Design rx_decap_fifo, sky130hd; sources not shown.
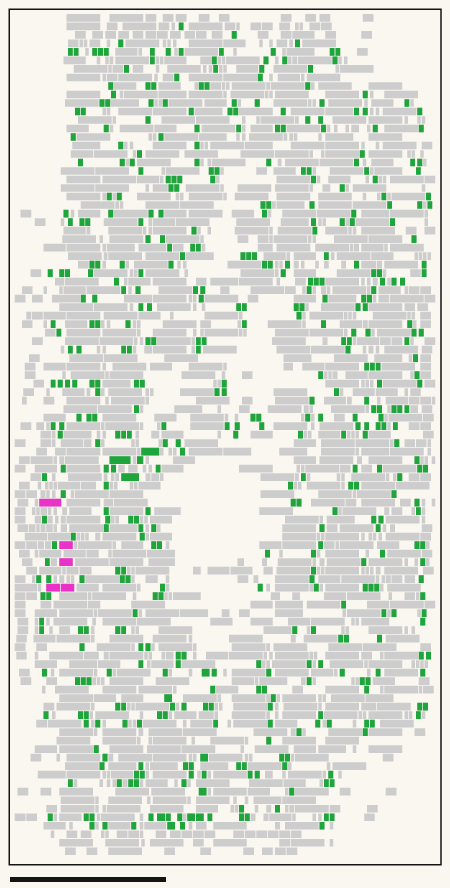
*Selected gate families*
The bar under the picture is 50 µm long.
Key: green = aoi and oai cells [cells 467, where spread over the die]; magenta = fa/ha/maj cells [cells 5]
Non-Filler Instances: 2342
dominant logic cell type in the layout: nor2_1
Comb/total area: 20.6%

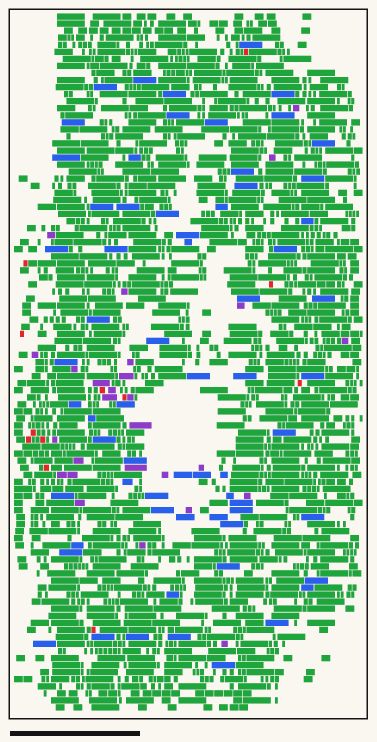
*Sizing map*
The bar under the picture is 50 µm long.
Key: purple = x3 and x4 [cells 27, share 1.4%, most used buf_4]; green = x1 and smaller [cells 1783, share 94%, most used nor2_1]; blue = x6 and larger [cells 65, share 3.4%, most used clkbuf_16]; red = x2 [cells 12, share 0.64%, most used clkinv_2]
final worst slack: 1.99 ns
fin area: 23200 µm²
Layout area overhead: 19.1%

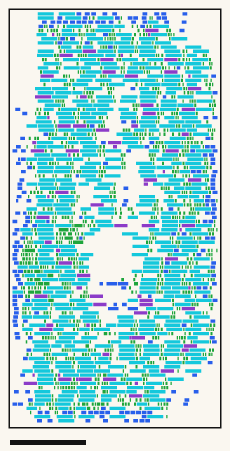
*Cells colored by class*
The bar under the picture is 50 µm long.
Key: blue = remaining buffers and delay cells [cells 222, share of their area 9.8%]; purple = clock drivers and dummy loads [cells 77, share of their area 6.3%]; green = remaining logic cells [cells 1082, share of their area 22%]; cyan = sequential cells [cells 506, share of their area 62%]
fraction of area in registers: 60.8%
Layout Utilization: 64.0%
row count: 99
Core Box Area: 36300 µm²

==> results.txt <==
impl run done, here's what came out: I/O Pins 329, layout cells sized above 1 5.51%, endpoints failing hold 0, CTS Hold Bufs 0, H-tree depth 2, global routing's busiest layer met2, slowest stage delay, CP between 0.8 and 0.9 ns, status finished, violations left, number of enable flip-flop cells approximately 400, Setup Buffers After CTS 0, GP Congestion a little over 0.8, detailed-route DRC error count 1, Slowest-stage cell, CP buf_4, via/cell ratio a little under 6, crit path cell chain buf_4, buf_4, nor2_1, nor2_1, o21ai_0, a21oi_1, clkdlybuf4s50_1, Tool Warnings between 100 and 150, clk slew on worst S/H paths 0.06 ns, GR Util All Layers between 20 and 30%, Routed Antenna Nets 0, max layer used met5, crit share post-route between 70% and 80%, worst hold path depth 2, FFs w/ async S/R, synth 0%, r2r worst-path depth 6, Leak 7.93 nW, Critical Path Stages 7, Congestion Overflow GR 0, first-pass GRT wire length between 70000 and 80000 µm, CP Data Arrival Time 4.20 ns, violated checks DRC, TNS Setup 0 ns, internal power 4.22 mW, DP Worst Slack about 2.6 ns, RSZ-0062 raised after global routing no, Seq pwr share between 40% and 50%, DP Area between 20000 and 25000 µm², Worst Skew around 0.017 ns, Placed Cells 2264, CP bufs+invs 3, Avg Synthesized Cell Area 11.5 µm², combinational share of power 22.3%, startpoint class of the critical path register, Synth top cell by count nor2_1
[kinds of logic after synthesis]
| logic type | Yosys count |
|---|---|
| other | 1 |
| buffers and inverters | 136 |
| and+or+nand+nor | 584 |
| AOI/OAI and AO/OA | 467 |
| adders and majority gates | 5 |
| DFF | 506 |
[cell type report]
cell class	count	area (µm²)
multi-input combinational	1059	4790
tap	454	568
sequential	506	14100
inverter	23	97.6
fill	2689	13100
clock inverter	13	120
clock buffer	64	1310
timing repair buffer	222	2220
antenna	1	2.50
[power by group through the flow]
stage          Combinational, mW  Sequential [mW]  Clock (mW)
2_1_floorplan              0.683             2.70           0
3_3_place_gp                1.29             2.73           0
3_5_place_dp                1.31             2.74           0
4_1_cts                     1.32             2.68        1.91
5_1_grt                     1.42             2.69        1.99
6_report                    1.31             2.68        1.90
Power is estimated from default activity; no workload was simulated.
